`config.mk`:
```
export PLATFORM = sky130hd
export DESIGN_NAME = lotr_input_conditioner_flat
export DESIGN_NICKNAME = d
export VERILOG_FILES = /design/src/rtl/lotr_input_conditioner_pkg.sv /design/src/rtl/lotr_input_conditioner_if.sv /design/src/rtl/lotr_input_conditioner_debounce.sv /design/src/rtl/lotr_input_conditioner.sv /design/src/flat_wrapper.sv
export SDC_FILE = /design/constraint.sdc
export NUM_CORES = 1
export LEC_CHECK = 0
export CORE_MARGIN = 2
export CORE_UTILIZATION = 45
export DETAILED_ROUTE_END_ITERATION = 7
export GPL_TIMING_DRIVEN = 0
export PLACE_DENSITY = 0.67
export SYNTH_ARGS = -nofsm -noshare
export SYNTH_HDL_FRONTEND = slang
export SYNTH_HIERARCHICAL = 1
export SYNTH_SLANG_ARGS = --single-unit
```
`constraint.sdc`:
```
create_clock -name QClk -period 2.1 [get_ports QClk]
set_input_delay 0.525 -clock QClk [delete_from_list [all_inputs] [get_ports QClk]]
set_output_delay 0.525 -clock QClk [all_outputs]
set_load 0.05 [all_outputs]
```
`src/rtl/lotr_input_conditioner_pkg.sv`:
```
// Shared sizes and event-vector layout for the lotr board input conditioner.
package lotr_io_pkg;

   localparam int NUM_BTN       = 2;
   localparam int NUM_SW        = 10;
   localparam int NUM_EV        = NUM_BTN + NUM_SW;
   localparam int DB_CYCLES_DEF = 50000;   // 10 ms at 5 MHz

   typedef logic [NUM_EV-1:0] t_ev_vec;

   // Event vector is {Sw, Btn}: buttons occupy the low bits.
   localparam int EV_BTN0 = 0;
   localparam int EV_SW0  = NUM_BTN;

endpackage

```
`src/rtl/lotr_input_conditioner_if.sv`:
```
// Pin-side and core-side signals of the input conditioner.
// slave = the conditioner itself, master = whoever drives pins and EvClr.
interface lotr_input_conditioner_if;

   logic [lotr_io_pkg::NUM_BTN-1:0] Button;
   logic [lotr_io_pkg::NUM_SW-1:0]  Switch;
   logic [lotr_io_pkg::NUM_BTN-1:0] BtnLevel;
   logic [lotr_io_pkg::NUM_BTN-1:0] BtnPulse;
   logic [lotr_io_pkg::NUM_SW-1:0]  SwLevel;
   logic [lotr_io_pkg::NUM_SW-1:0]  SwChgPulse;
   lotr_io_pkg::t_ev_vec            EvSticky;
   lotr_io_pkg::t_ev_vec            EvClr;
   logic                            InitDone;

   modport master (
      output Button, Switch, EvClr,
      input  BtnLevel, BtnPulse, SwLevel, SwChgPulse, EvSticky, InitDone
   );

   modport slave (
      input  Button, Switch, EvClr,
      output BtnLevel, BtnPulse, SwLevel, SwChgPulse, EvSticky, InitDone
   );

endinterface

```
`src/rtl/lotr_input_conditioner_debounce.sv`:
```
// One-bit conditioner: 2-FF synchronizer, stability counter, accepted level
// and a registered change pulse aligned with the level update.
// The pin polarity is untouched here; RST_LVL is the idle pin level.
module lotr_debounce #(
   parameter int   DB_CYCLES = 50000,
   parameter logic RST_LVL   = 1'b0
) (
   input  logic clk,
   input  logic rst_n,
   input  logic pin,
   input  logic en,      // change pulses suppressed while low
   output logic level,
   output logic chg
);

   localparam int CW = $clog2(DB_CYCLES + 1);

   logic          sync1, sync2;
   logic [CW-1:0] cnt;
   logic          accept;

   // New level taken only after sync has differed for a full window.
   assign accept = (sync2 != level) && (cnt == CW'(DB_CYCLES - 1));

   // Two-stage synchronizer, idle at the pin's rest level.
   always_ff @(posedge clk or negedge rst_n) begin
      if (!rst_n) begin
         sync1 <= RST_LVL;
         sync2 <= RST_LVL;
      end else begin
         sync1 <= pin;
         sync2 <= sync1;
      end
   end

   // Stability counter, accepted level and change pulse.
   always_ff @(posedge clk or negedge rst_n) begin
      if (!rst_n) begin
         cnt   <= '0;
         level <= RST_LVL;
         chg   <= 1'b0;
      end else begin
         chg <= en & accept;
         if (sync2 == level || accept) cnt <= '0;
         else                          cnt <= cnt + 1'b1;
         if (accept) level <= sync2;
      end
   end

endmodule

```
`src/rtl/lotr_input_conditioner.sv`:
```
// Board input conditioner for lotr: debounces buttons (active-low pins) and
// slide switches, generates press/change pulses, a power-up settle flag and a
// sticky event register cleared by the core.
// Optional build macro BTN_REPEAT_EN adds button auto-repeat while held.
module lotr_input_conditioner
   import lotr_io_pkg::*;
#(
   parameter int DB_CYCLES = DB_CYCLES_DEF
`ifdef BTN_REPEAT_EN
   ,
   parameter int REPEAT_DELAY  = 2500000,
   parameter int REPEAT_PERIOD = 500000
`endif
) (
   input  logic                   QClk,
   input  logic                   RstQnnnL,
   lotr_input_conditioner_if.slave io
);

   localparam int IW = $clog2(DB_CYCLES + 2);

   logic [IW-1:0]      init_cnt;
   logic               init_done;
   logic [NUM_BTN-1:0] btn_pin_lvl, btn_lvl, btn_chg, btn_rep, btn_pulse;
   logic [NUM_SW-1:0]  sw_lvl, sw_chg;
   t_ev_vec            ev_set, ev_q;

   // Settle flag: first full debounce window after reset, then sticks.
   always_ff @(posedge QClk or negedge RstQnnnL) begin
      if (!RstQnnnL) begin
         init_cnt  <= '0;
         init_done <= 1'b0;
      end else if (!init_done) begin
         if (init_cnt == IW'(DB_CYCLES + 1)) init_done <= 1'b1;
         else                                init_cnt  <= init_cnt + 1'b1;
      end
   end

   for (genvar i = 0; i < NUM_BTN; i++) begin : g_btn
      lotr_debounce #(.DB_CYCLES(DB_CYCLES), .RST_LVL(1'b1)) u_db (
         .clk   (QClk),
         .rst_n (RstQnnnL),
         .pin   (io.Button[i]),
         .en    (init_done),
         .level (btn_pin_lvl[i]),
         .chg   (btn_chg[i])
      );
   end

   for (genvar j = 0; j < NUM_SW; j++) begin : g_sw
      lotr_debounce #(.DB_CYCLES(DB_CYCLES), .RST_LVL(1'b0)) u_db (
         .clk   (QClk),
         .rst_n (RstQnnnL),
         .pin   (io.Switch[j]),
         .en    (init_done),
         .level (sw_lvl[j]),
         .chg   (sw_chg[j])
      );
   end

   // Pins are active-low; a change that leaves the button pressed is a press.
   // A repeat registered on the release cycle is masked by the falling level.
   assign btn_lvl   = ~btn_pin_lvl;
   assign btn_pulse = (btn_chg | btn_rep) & btn_lvl;

`ifdef BTN_REPEAT_EN
   localparam int HMAX = (REPEAT_DELAY > REPEAT_PERIOD) ? REPEAT_DELAY : REPEAT_PERIOD;
   localparam int HW   = $clog2(HMAX + 1);

   for (genvar i = 0; i < NUM_BTN; i++) begin : g_rep
      logic [HW-1:0] hold_cnt;
      logic          in_period;
      logic          rep;

      // Hold timer: first repeat after REPEAT_DELAY, then every REPEAT_PERIOD.
      always_ff @(posedge QClk or negedge RstQnnnL) begin
         if (!RstQnnnL) begin
            hold_cnt  <= '0;
            in_period <= 1'b0;
            rep       <= 1'b0;
         end else begin
            rep <= 1'b0;
            if (!btn_lvl[i]) begin
               hold_cnt  <= '0;
               in_period <= 1'b0;
            end else if ((!in_period && hold_cnt == HW'(REPEAT_DELAY - 1)) ||
                         ( in_period && hold_cnt == HW'(REPEAT_PERIOD - 1))) begin
               rep       <= init_done;
               hold_cnt  <= '0;
               in_period <= 1'b1;
            end else begin
               hold_cnt <= hold_cnt + 1'b1;
            end
         end
      end

      assign btn_rep[i] = rep;
   end
`else
   assign btn_rep = '0;
`endif

   // Event set vector in {Sw, Btn} layout.
   always_comb begin
      ev_set                      = '0;
      ev_set[EV_BTN0 +: NUM_BTN]  = btn_pulse;
      ev_set[EV_SW0  +: NUM_SW]   = sw_chg;
   end

   // Sticky events: clear mask applied first so a same-cycle set wins.
   always_ff @(posedge QClk or negedge RstQnnnL) begin
      if (!RstQnnnL) ev_q <= '0;
      else           ev_q <= (ev_q & ~io.EvClr) | ev_set;
   end

   assign io.BtnLevel   = btn_lvl;
   assign io.BtnPulse   = btn_pulse;
   assign io.SwLevel    = sw_lvl;
   assign io.SwChgPulse = sw_chg;
   assign io.EvSticky   = ev_q;
   assign io.InitDone   = init_done;

endmodule
```
`src/flat_wrapper.sv`:
```
// flat-port wrapper written by rule: the top's interface ports become plain ports
module lotr_input_conditioner_flat import lotr_io_pkg::*;
#(
   parameter int DB_CYCLES = DB_CYCLES_DEF

)
  (QClk, RstQnnnL, io_Button, io_Switch, io_EvClr, io_BtnLevel, io_BtnPulse, io_SwLevel, io_SwChgPulse, io_EvSticky, io_InitDone);
  lotr_input_conditioner_if io_i ();
  input  logic QClk;
  input  logic RstQnnnL;
  input wire logic [$bits(io_i.Button)-1:0] io_Button;
  input wire logic [$bits(io_i.Switch)-1:0] io_Switch;
  input wire logic [$bits(io_i.EvClr)-1:0] io_EvClr;
  output wire logic [$bits(io_i.BtnLevel)-1:0] io_BtnLevel;
  output wire logic [$bits(io_i.BtnPulse)-1:0] io_BtnPulse;
  output wire logic [$bits(io_i.SwLevel)-1:0] io_SwLevel;
  output wire logic [$bits(io_i.SwChgPulse)-1:0] io_SwChgPulse;
  output wire logic [$bits(io_i.EvSticky)-1:0] io_EvSticky;
  output wire logic [$bits(io_i.InitDone)-1:0] io_InitDone;
  assign io_i.Button = io_Button;
  assign io_i.Switch = io_Switch;
  assign io_i.EvClr = io_EvClr;
  assign io_BtnLevel = io_i.BtnLevel;
  assign io_BtnPulse = io_i.BtnPulse;
  assign io_SwLevel = io_i.SwLevel;
  assign io_SwChgPulse = io_i.SwChgPulse;
  assign io_EvSticky = io_i.EvSticky;
  assign io_InitDone = io_i.InitDone;
  lotr_input_conditioner #(.DB_CYCLES(DB_CYCLES)) u_core (.QClk(QClk), .RstQnnnL(RstQnnnL), .io(io_i));
endmodule
```
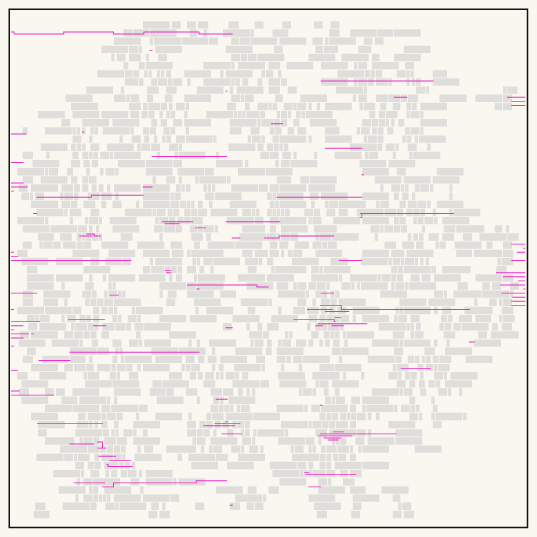
*Met3 routing, run 1*
Scale: 3 px per um. Cells faint in the background.
share of all routed wire: 4.2%
main direction: horizontal
wire length on this layer: 965 um
longest straight run: 43.0 um
nets with wire on the layer: 76
vias after detailed routing: 8782
Post-Route WL: 22800 um
met3 Resource Use GR: 2.86%

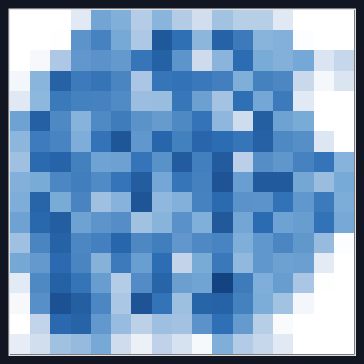
*Cell area per tile, run 1*
Scale: 2 px per um. The die is cut into 17 by 17 equal tiles; white is low, dark blue is high, 0 to 100% covered.
nearly empty tiles: 11%
mean over tiles: 49%
emptiest ninth of the die: bottom right
fullest tile: 92%
tiles over 75% full: 14%
utilization of the core after routing: 53.4%
Std-Cell Core Area: 27900 um^2
core utilization at floorplan: 45.7%

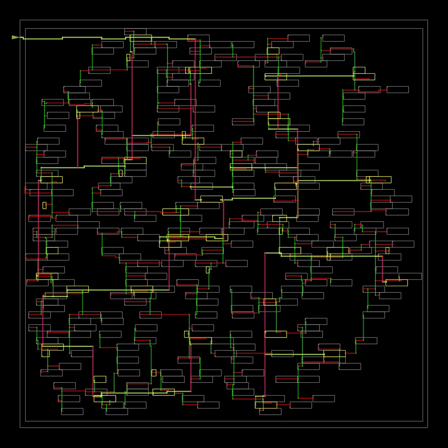
*Clock routing, run 1*
registers: 269
clock buf count: 48

==> results.ini, run 1 <==
[status]
outcome=complete, no violations

[floorplan]
die_h_um=172
chip_area_um2=29700
placementRows=61
ioPinCount=63

[power]
clock_net_power_uw=4980
netSwitchingPower_uw=2280
power.static_leakage_uw=0.00619
part_of_the_power_in_the_clock_network_pct=46.6
p_comb_share_pct=3.4
fin_total_pwr_uw=10700
power.switching_fraction_pct=21.3
power_leader=sequential cells
power.density_cell_area_nw_per_um2=718
power_combinational_uw=367
vdd.ir_drop.worst_v=0.000560
p_int_uw=8410

[synthesis]
logic_family=simple AND/OR/NAND/NOR gates
synth_largest_type_area_fraction_pct=51.7
yosys.cell_types.count=37
synth.area.top_cells=sky130_fd_sc_hd__dfrtp_1, sky130_fd_sc_hd__xnor2_1, sky130_fd_sc_hd__nor2_1
netlist.top_cell.by_instances=sky130_fd_sc_hd__dfrtp_1
synthesis.yosys.warnings=6
netlist_area_um2=12700
post_synth_most_frequent_cells=sky130_fd_sc_hd__dfrtp_1, sky130_fd_sc_hd__nor2_1, sky130_fd_sc_hd__xnor2_1
ys_seq_elements=269
synth.largest_area_cell=sky130_fd_sc_hd__dfrtp_1
yosys.area_share.xor_xnor_pct=13.4
post_synth_inst_count=1201
synthMuxAreaShare_pct=1.49
synth_adder_area_share_pct=1.38
ys_dominant_reg_cell=sky130_fd_sc_hd__dfrtp_1
synth-compound-area-share_pct=0.825

[cells_and_area]
finalNonFillerCells=1703
dominant-cell-class=registers
layout_top_cell=sky130_fd_sc_hd__dfrtp_1
multiInputCombCellCount=853
n_all_buffers=107
clockNetworkAreaShare_pct=6.41
combGateArea_um2=5610
area_growth_syn_to_layout_pct=16.9
non_clock_buffer_area_share_pct=6.34
area.share.sequential_pct=45.3
final_layout_size_suffix_gt1_share_pct=9.74
largest_reg_flops=160

[final_timing]
max_freq_ghz=0.489
tmin_final_ns=2.05
finalSetupViolations=0
timing.hold.ws_ns=0.345
finalCritPeriodShare_pct=97.5
rsz0062_at_grt=no
final.setup.tns_ns=0
worst_pin_slew_ns=0.563
worst_slack_ns=0.0535

[placement]
gp_congestion=0.853
placedInstanceArea_um2=13900
detailedPlacementHpwl_um=14900
dp_worst_setup_slack_ns=-0.481

[critical_path]
path_class=reg -> out
critPathSlowestCell=sky130_fd_sc_hd__clkdlybuf4s15_1
regToRegStartpoint=u_core/g_sw[8].u_db/cnt[7]
timing.critical_path.from_type=register
worst-r2r-setup-slack_ns=0.09
worst_path_arrival_time_ns=1.52
path_cells=clkdlybuf4s15_1
worstReg2RegEnd=u_core/g_sw[8].u_db/cnt[10]
wp_data_required_ns=1.57
timing.critical_path.buf_inv=1
cpPeakStageDelay_ns=0.53
timing.critical_path.fanout_max=3
worstSetupStartpoint=u_core/g_sw[8].u_db/level

[cts]
tritoncts=done
cts_setup_buffers=0
cts-hold-fix-buffers=1
cts_made_buffers=30
tritoncts_num_sinks=269
cts-resized-gates=54

[min_path]
worst_hold_path_type=reg -> reg
worstHoldEndpoint=u_core/g_sw[5].u_db/sync2

[detailed_routing]
postRouteAntennaNets=0
dr_wl_met3_um=964
routed_metal_1_wire_length_um=11200
met2_wirelength_um=10200
routed_via_density=5.16
topRoutingLayerUsed=met4

[global_route]
pin_count_of_the_biggest_net_entering_global_routing=108
grt.overflow.total=0
global_route.usage.total_pct=16.0

[flow_run]
max-cap-violations=0

### M1 wires, run 1

Scale: 1.5 px per um. Supply wires on this layer in grey.
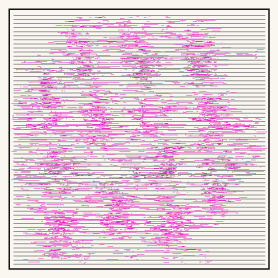

--- run 2 (diff from run 1) ---
==> constraint.sdc (replaced) <==
create_clock -name QClk -period 2.1 [get_ports QClk]
set_input_delay 0.42 -clock QClk [delete_from_list [all_inputs] [get_ports QClk]]
set_output_delay 0.42 -clock QClk [all_outputs]
set_load 0.05 [all_outputs]
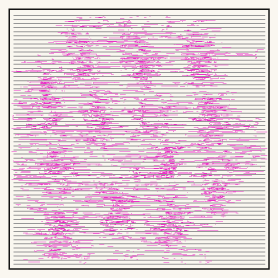
*M1 wires, run 2*
Scale: 1.5 px per um. Supply wires on this layer in grey.
wire length on this layer: 11000 um
longest straight run: 38.2 um
share of all routed wire: 49%
Post-Route WL: 22500 um
fraction of met1 tracks used by global routing: 22.7%
vias after detailed routing: 8749

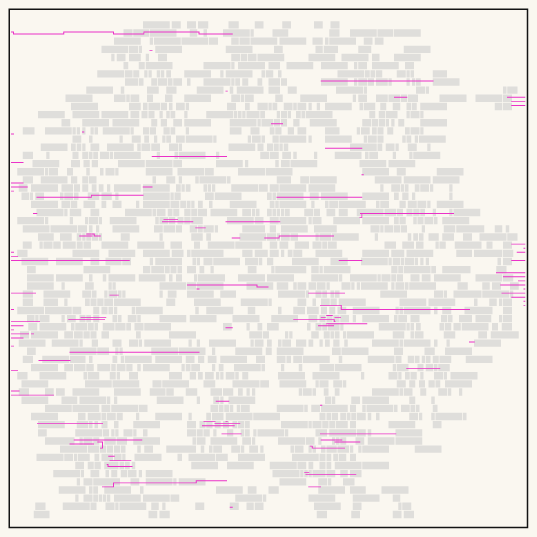
*Met3 routing, run 2*
Scale: 3 px per um. Cells faint in the background.
share of all routed wire: 4.3%
longest straight run: 43.0 um
wire length on this layer: 961 um
main direction: horizontal
nets with wire on the layer: 74

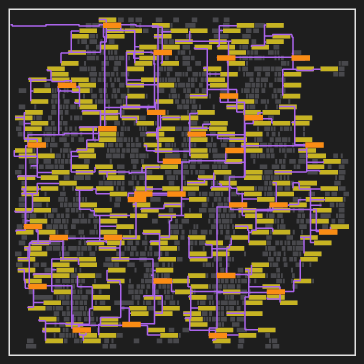
*Clock network drawn from the DEF, run 2*
Scale: 2 px per um.
legend:
  clock wires:
    colour: purple
    length: 3320 um
  clock drivers:
    colour: orange
    count: 30
  flip-flops:
    colour: yellow
    count: 269
routed clock nets: 31
flops lie: widely spread
part of the power in the clock network: 46.7%
power attributed to the clock group: 4980 uW
clk_lat worst skew: 0.57 ns

==> run 2 against run 1 <==
Effect of this change:
- core utilization shrank 0.12 points
- sequential power is essentially flat
- register-to-register slack is essentially flat
- via count shrank 0.38%
- critical path type unchanged
- synthesized area is the same
- first-iteration DRC count shrank 9.8%
- clock power is essentially flat
==> results.ini, run 2 <==
[synthesis]
enable_flop_cells=0  ; unchanged
synth_largest_type_area_fraction_pct=51.7  ; unchanged
synth.yosys.chip_area_um2=12700  ; unchanged
synthesis.yosys.warnings=6  ; unchanged
yosys.area_share.xor_xnor_pct=13.4  ; unchanged
synthMuxAreaShare_pct=1.49  ; unchanged
async_reset_ff_share_pct=100  ; unchanged
synth.largest_area_cell=sky130_fd_sc_hd__dfrtp_1  ; unchanged
synth.yosys.seq_area_share_pct=52.9  ; unchanged
yosys.cell_types.count=37  ; unchanged
netlist.top_cell.by_instances=sky130_fd_sc_hd__dfrtp_1  ; unchanged
synth.avg_cell_area_um2=10.6  ; unchanged
post_synth_inst_count=1201  ; unchanged
ys_seq_elements=269  ; unchanged
ys_dominant_reg_cell=sky130_fd_sc_hd__dfrtp_1  ; unchanged
synth-compound-area-share_pct=0.825  ; unchanged
logic_family=simple AND/OR/NAND/NOR gates  ; unchanged
floorplan.nets=1241  ; unchanged
synth.area.top_cells=sky130_fd_sc_hd__dfrtp_1, sky130_fd_sc_hd__xnor2_1, sky130_fd_sc_hd__nor2_1  ; unchanged
netlist_area_um2=12700  ; unchanged
post_synth_most_frequent_cells=sky130_fd_sc_hd__dfrtp_1, sky130_fd_sc_hd__nor2_1, sky130_fd_sc_hd__xnor2_1  ; unchanged
synth_adder_area_share_pct=1.38  ; unchanged

[critical_path]
family_with_the_most_delay_on_the_worst_path=buffers and inverters  ; unchanged
critPathCapture=io_BtnPulse[1]  ; was io_SwLevel[8]
wp_data_required_ns=1.68  ; was 1.57 ns
worst_path_arrival_time_ns=1.61  ; was 1.52 ns
worstSetupStartpoint=u_core/g_btn[1].u_db/level  ; was u_core/g_sw[8].u_db/level
path_cells=nor2b_1 -> dlygate4sd2_1  ; was clkdlybuf4s15_1
cpPeakStageDelay_ns=0.54  ; was 0.53 ns
worst-path-stages=2  ; was 1
timing.critical_path.to_type=output port  ; unchanged
critPathSlowestCell=sky130_fd_sc_hd__dlygate4sd2_1  ; was sky130_fd_sc_hd__clkdlybuf4s15_1
timing.critical_path.buf_inv=1  ; unchanged
worst-r2r-setup-slack_ns=0.09  ; about the same
timing.critical_path.from_type=register  ; unchanged
path_class=reg -> out  ; unchanged
timing.critical_path.fanout_max=4  ; was 3
worstReg2RegEnd=u_core/g_sw[1].u_db/cnt[10]  ; was u_core/g_sw[8].u_db/cnt[10]
regToRegStartpoint=u_core/g_sw[1].u_db/cnt[11]  ; was u_core/g_sw[8].u_db/cnt[7]
ff2ff_path_depth=5  ; unchanged

[detailed_routing]
firstDrtPassIters=5  ; unchanged
postRouteAntennaNets=0  ; unchanged
drc_errors=0  ; unchanged
wl_per_cell_um=13.2  ; was 13.4 um
drt-initial-drc-count=452  ; was 501
routed_metal_1_wire_length_um=11000  ; was 11200 um
dr_wl_met3_um=961  ; was 964 um
met2_wirelength_um=10000  ; was 10200 um
routed_via_density=5.14  ; was 5.16
topRoutingLayerUsed=met4  ; unchanged

[cells_and_area]
layout_top_cell=sky130_fd_sc_hd__dfrtp_1  ; unchanged
filler_cell_count=2433  ; was 2424
regMostFlops=u_core/g_sw.u_db/cnt  ; unchanged
clock_buffer_count=48  ; unchanged
final_util_pct=53.3  ; was 53.4%
antenna_cells_inserted=0  ; unchanged
multiInputCombCellCount=853  ; unchanged
area_growth_syn_to_layout_pct=16.6  ; was 16.9%
lay_top_cells=sky130_fd_sc_hd__dfrtp_1, sky130_fd_sc_hd__nor2_1, sky130_fd_sc_hd__xnor2_1  ; unchanged
finalNonFillerCells=1702  ; was 1703
numSequentialCells=269  ; unchanged
non_clock_buffer_area_share_pct=6.13  ; was 6.34%
clockNetworkAreaShare_pct=6.42  ; was 6.41%
n_all_buffers=106  ; was 107
final_net_count=1343  ; was 1344
area.share.sequential_pct=45.4  ; was 45.3%
combAreaFraction_pct=37.8  ; was 37.7%
largestRegisters=u_core/g_sw.u_db/cnt (160), u_core/g_btn.u_db/cnt (32), u_core/init_cnt (16)  ; unchanged
inv_count=43  ; unchanged
ff_latch_area_um2=6740  ; unchanged
combGateArea_um2=5610  ; unchanged
dominant-cell-class=registers  ; unchanged
largest_reg_flops=160  ; unchanged
final_layout_size_suffix_gt1_share_pct=9.29  ; was 9.74%

[placement]
placedInstanceArea_um2=13900  ; unchanged
dp_worst_setup_slack_ns=-0.376  ; was -0.481 ns
io_buffers=62  ; unchanged
gp_congestion=0.853  ; unchanged
dp.cells=1643  ; unchanged
detailedPlacementHpwl_um=14900  ; unchanged

[final_timing]
worst_pin_slew_ns=0.538  ; was 0.563 ns
rsz0062_at_grt=no  ; unchanged
worst_clock_skew_ns=0.0326  ; was 0.0319 ns
timing.final.max_slew_violations=0  ; unchanged
max_freq_ghz=0.492  ; was 0.489 GHz
timing.hold.ws_ns=0.288  ; was 0.345 ns
tmin_final_ns=2.03  ; was 2.05 ns
hold_viol_final=0  ; unchanged
final.setup.tns_ns=0  ; unchanged
timing.max_slew.rel_slack_pct=64.1  ; was 62.5%
worst_slack_ns=0.0694  ; was 0.0535 ns
finalSetupViolations=0  ; unchanged
finalCritPeriodShare_pct=96.7  ; was 97.5%

[cts]
cts_made_buffers=30  ; unchanged
cts_setup_buffers=0  ; unchanged
cts_htree_levels=1  ; unchanged
cts-hold-fix-buffers=1  ; unchanged
clk_pin_slew_worst_paths_ns=0.06  ; about the same
tritoncts=done  ; unchanged
tritoncts_num_sinks=269  ; unchanged
root_buffer=sky130_fd_sc_hd__clkbuf_16  ; unchanged
ctsLongestPathBuffers=3  ; unchanged
cts-resized-gates=41  ; was 54

[min_path]
worst_hold_path_type=in -> reg  ; was reg -> reg
worstHoldEndpoint=u_core/g_sw[6].u_db/sync1  ; was u_core/g_sw[5].u_db/sync2
min_from=io_Switch[6]  ; was u_core/g_sw[5].u_db/sync1

[global_route]
grt_pass1_wl_um=40000  ; about the same
grt.overflow.total=0  ; unchanged
global_route.usage.total_pct=16.0  ; about the same
grt_pass1_vias=8485  ; was 8479
pin_count_of_the_biggest_net_entering_global_routing=108  ; unchanged
use_met3_pct=2.86  ; unchanged
grt_antenna_before_repair=0  ; unchanged

[power]
power.switching_fraction_pct=21.3  ; about the same
sequentialPowerShare_pct=50.0  ; was 49.9%
power.density_cell_area_nw_per_um2=719  ; was 718 nW/um^2
power.static_leakage_uw=0.00619  ; about the same
netSwitchingPower_uw=2270  ; was 2280 uW
fin_total_pwr_uw=10700  ; about the same
p_comb_share_pct=3.4  ; about the same
sequentialPower_uw=5340  ; about the same
power_combinational_uw=359  ; was 367 uW
vdd.ir_drop.worst_v=0.000560  ; about the same
p_int_uw=8410  ; about the same
power_leader=sequential cells  ; unchanged

[floorplan]
floorplan.initialDensity_pct=45.7  ; unchanged
chip_area_um2=29700  ; unchanged
die_h_um=172  ; unchanged
ioPinCount=63  ; unchanged
n_taps=378  ; unchanged
floorplan.core_area_um2=27900  ; unchanged
die.size.x_um=172  ; unchanged
placementRows=61  ; unchanged

[flow_run]
openroad.warnings=31  ; was 30
max-cap-violations=0  ; unchanged

[status]
outcome=complete, no violations  ; unchanged

### Cell area per tile, run 2

Scale: 2 px per um. The die is cut into 17 by 17 equal tiles; white is low, dark blue is high, 0 to 100% covered.
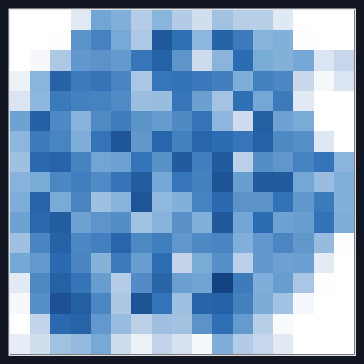

--- run 3 (diff from run 2) ---
--- a/config.mk
+++ b/config.mk
@@ -5,10 +5,11 @@
 export SDC_FILE = /design/constraint.sdc
 export NUM_CORES = 1
 export LEC_CHECK = 0
-export CORE_MARGIN = 2
+export CORE_MARGIN = 1
 export CORE_UTILIZATION = 45
 export DETAILED_ROUTE_END_ITERATION = 7
 export GPL_TIMING_DRIVEN = 0
+export MAX_ROUTING_LAYER = met4
 export PLACE_DENSITY = 0.67
 export SYNTH_ARGS = -nofsm -noshare
 export SYNTH_HDL_FRONTEND = slang
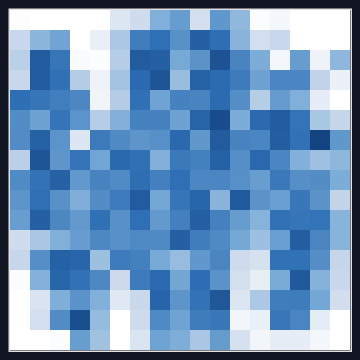
*Cell area per tile, run 3*
Scale: 2 px per um. The die is cut into 17 by 17 equal tiles; white is low, dark blue is high, 0 to 100% covered.
mean over tiles: 50%
emptiest ninth of the die: top right
nearly empty tiles: 8.3%
Std-Cell Core Area: 27800 um^2
core utilization at floorplan: 45.8%

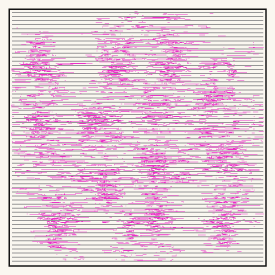
*M1 wires, run 3*
Scale: 1.5 px per um. Supply wires on this layer in grey.
main direction: horizontal
wire length on this layer: 11100 um
Post-Route WL: 23300 um
vias after detailed routing: 8899

==> run 3 against run 2 <==
Effect of this change:
- clock skew decreased by 0.018 ns
- worst hold slack improved by 0.017 ns
- cell area increased by 0.45%
- combinational power increased by 1%
- clock power increased by about 10%
- sequential power about the same
- sequential share of layout area decreased by 0.19 points
- total power increased by 4.7%
- via count increased by 1.7%
- critical endpoint is now u_core/g_sw[8].u_db/cnt[6]
- largest cell class unchanged
==> results.ini, run 3 <==
[status]
outcome=complete, no violations  ; unchanged

[cells_and_area]
ff_latch_area_um2=6740  ; about the same
combAreaFraction_pct=37.6  ; was 37.8%
clockNetworkAreaShare_pct=7.13  ; was 6.42%
final_util_pct=53.7  ; was 53.3%
combGateArea_um2=5610  ; unchanged
finalNonFillerCells=1700  ; was 1702
numSequentialCells=269  ; unchanged
n_all_buffers=101  ; was 106
layout_top_cell=sky130_fd_sc_hd__dfrtp_1  ; unchanged
area.share.sequential_pct=45.2  ; was 45.4%
filler_cell_count=2479  ; was 2433
multiInputCombCellCount=853  ; unchanged
inv_count=43  ; unchanged
largest_reg_flops=160  ; unchanged
largestRegisters=u_core/g_sw.u_db/cnt (160), u_core/g_btn.u_db/cnt (32), u_core/init_cnt (16)  ; unchanged
lay_top_cells=sky130_fd_sc_hd__dfrtp_1, sky130_fd_sc_hd__nor2_1, sky130_fd_sc_hd__xnor2_1  ; unchanged
dominant-cell-class=registers  ; unchanged
antenna_cells_inserted=0  ; unchanged
regMostFlops=u_core/g_sw.u_db/cnt  ; unchanged
final_layout_size_suffix_gt1_share_pct=9.76  ; was 9.29%
clock_buffer_count=42  ; was 48
area_growth_syn_to_layout_pct=17.1  ; was 16.6%

[min_path]
worstHoldEndpoint=u_core/g_btn[0].u_db/sync1  ; was u_core/g_sw[6].u_db/sync1
min_from=io_Button[0]  ; was io_Switch[6]
worst_hold_path_type=in -> reg  ; unchanged

[synthesis]
ys_seq_elements=269  ; unchanged
yosys.area_share.xor_xnor_pct=13.4  ; unchanged
floorplan.nets=1241  ; unchanged
ys_dominant_reg_cell=sky130_fd_sc_hd__dfrtp_1  ; unchanged
synth_largest_type_area_fraction_pct=51.7  ; unchanged
yosys.cell_types.count=37  ; unchanged
synth.avg_cell_area_um2=10.6  ; unchanged
synth.yosys.chip_area_um2=12700  ; unchanged
post_synth_inst_count=1201  ; unchanged
synth-compound-area-share_pct=0.825  ; unchanged
synthesis.yosys.warnings=6  ; unchanged
synth.largest_area_cell=sky130_fd_sc_hd__dfrtp_1  ; unchanged
synth.yosys.seq_area_share_pct=52.9  ; unchanged
async_reset_ff_share_pct=100  ; unchanged
post_synth_most_frequent_cells=sky130_fd_sc_hd__dfrtp_1, sky130_fd_sc_hd__nor2_1, sky130_fd_sc_hd__xnor2_1  ; unchanged
logic_family=simple AND/OR/NAND/NOR gates  ; unchanged
enable_flop_cells=0  ; unchanged
synth.area.top_cells=sky130_fd_sc_hd__dfrtp_1, sky130_fd_sc_hd__xnor2_1, sky130_fd_sc_hd__nor2_1  ; unchanged
synth_adder_area_share_pct=1.38  ; unchanged
netlist.top_cell.by_instances=sky130_fd_sc_hd__dfrtp_1  ; unchanged
netlist_area_um2=12700  ; unchanged

[cts]
ctsLongestPathBuffers=3  ; unchanged
cts_made_buffers=30  ; unchanged
clkLatencyLatePin_ns=0.54  ; was 0.57 ns
cts-hold-fix-buffers=1  ; unchanged
clk_pin_slew_worst_paths_ns=0.06  ; about the same
tritoncts_num_sinks=269  ; unchanged
cts_setup_buffers=0  ; unchanged
root_buffer=sky130_fd_sc_hd__clkbuf_16  ; unchanged
tritoncts=done  ; unchanged
cts-resized-gates=43  ; was 41

[power]
p_int_uw=8840  ; was 8410 uW
netSwitchingPower_uw=2340  ; was 2270 uW
power_combinational_uw=363  ; was 359 uW
vdd.ir_drop.worst_v=0.000648  ; was 0.000560 V
power.density_cell_area_nw_per_um2=749  ; was 719 nW/um^2
power_leader=clock  ; was sequential cells
power.static_leakage_uw=0.00623  ; was 0.00619 uW
sequentialPowerShare_pct=47.7  ; was 50.0%
clock_net_power_uw=5480  ; was 4980 uW
p_comb_share_pct=3.2  ; was 3.4%
sequentialPower_uw=5340  ; about the same
power.switching_fraction_pct=21.0  ; was 21.3%
part_of_the_power_in_the_clock_network_pct=49.0  ; was 46.7%

[final_timing]
hold_viol_final=0  ; unchanged
worst_slack_ns=0.0809  ; was 0.0694 ns
tmin_final_ns=2.02  ; was 2.03 ns
worst_pin_slew_ns=0.657  ; was 0.538 ns
timing.max_slew.rel_slack_pct=56.2  ; was 64.1%
timing.hold.ws_ns=0.305  ; was 0.288 ns
max_freq_ghz=0.495  ; was 0.492 GHz
finalSetupViolations=0  ; unchanged
final.setup.tns_ns=0  ; unchanged
worst_clock_skew_ns=0.0149  ; was 0.0326 ns
rsz0062_at_grt=no  ; unchanged

[floorplan]
ioPinCount=63  ; unchanged
n_taps=378  ; unchanged
placementRows=61  ; unchanged
die.size.x_um=170  ; was 172 um
chip_area_um2=29000  ; was 29700 um^2
die_h_um=170  ; was 172 um

[placement]
dp_worst_setup_slack_ns=-0.444  ; was -0.376 ns
placedInstanceArea_um2=13900  ; unchanged
gp_congestion=0.835  ; was 0.853
detailedPlacementHpwl_um=15100  ; was 14900 um
dp.cells=1643  ; unchanged

[critical_path]
worst-path-stages=5  ; was 2
critPathCapture=u_core/g_sw[8].u_db/cnt[6]  ; was io_BtnPulse[1]
family_with_the_most_delay_on_the_worst_path=simple AND/OR/NAND/NOR gates  ; was buffers and inverters
path_class=reg -> reg  ; was reg -> out
cpPeakStageDelay_ns=0.59  ; was 0.54 ns
timing.critical_path.buf_inv=1  ; unchanged
timing.critical_path.from_type=register  ; unchanged
wp_data_required_ns=2.52  ; was 1.68 ns
path_cells=or4bb_1 -> or4_4 -> nand2_4 -> buf_6 -> nor2_1  ; was nor2b_1 -> dlygate4sd2_1
worst_path_arrival_time_ns=2.44  ; was 1.61 ns
timing.critical_path.fanout_max=10  ; was 4
worst-r2r-setup-slack_ns=0.08  ; was 0.09 ns
timing.critical_path.to_type=register  ; was output port
worstReg2RegEnd=u_core/g_sw[8].u_db/cnt[6]  ; was u_core/g_sw[1].u_db/cnt[10]
regToRegStartpoint=u_core/g_sw[8].u_db/cnt[11]  ; was u_core/g_sw[1].u_db/cnt[11]
worstSetupStartpoint=u_core/g_sw[8].u_db/cnt[11]  ; was u_core/g_btn[1].u_db/level
ff2ff_path_depth=5  ; unchanged
critPathSlowestCell=sky130_fd_sc_hd__or4_4  ; was sky130_fd_sc_hd__dlygate4sd2_1

[global_route]
grt.overflow.total=0  ; unchanged
global_route.usage.total_pct=17.6  ; was 16.0%
grt_pass1_wl_um=41500  ; was 40000 um
pin_count_of_the_biggest_net_entering_global_routing=123  ; was 108
global_route.usage.met1_pct=23.5  ; was 22.7%
grt_pass1_vias=8812  ; was 8485

[detailed_routing]
drc_errors=0  ; unchanged
routed_metal_1_wire_length_um=11100  ; was 11000 um
drt-initial-drc-count=656  ; was 452
routed_via_density=5.23  ; was 5.14
dr_wl_met3_um=796  ; was 961 um
wl_per_cell_um=13.7  ; was 13.2 um
firstDrtPassIters=6  ; was 5
topRoutingLayerUsed=met4  ; unchanged
met2_wirelength_um=11000  ; was 10000 um

[flow_run]
openroad.warnings=31  ; unchanged

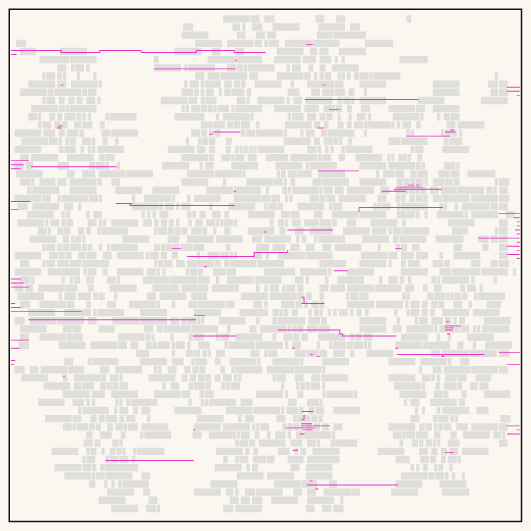
*Met3 routing, run 3*
Scale: 3 px per um. Cells faint in the background.
longest straight run: 55.6 um
nets with wire on the layer: 70
met3 Resource Use GR: 2.74%

Power is estimated from default activity; no workload was simulated.
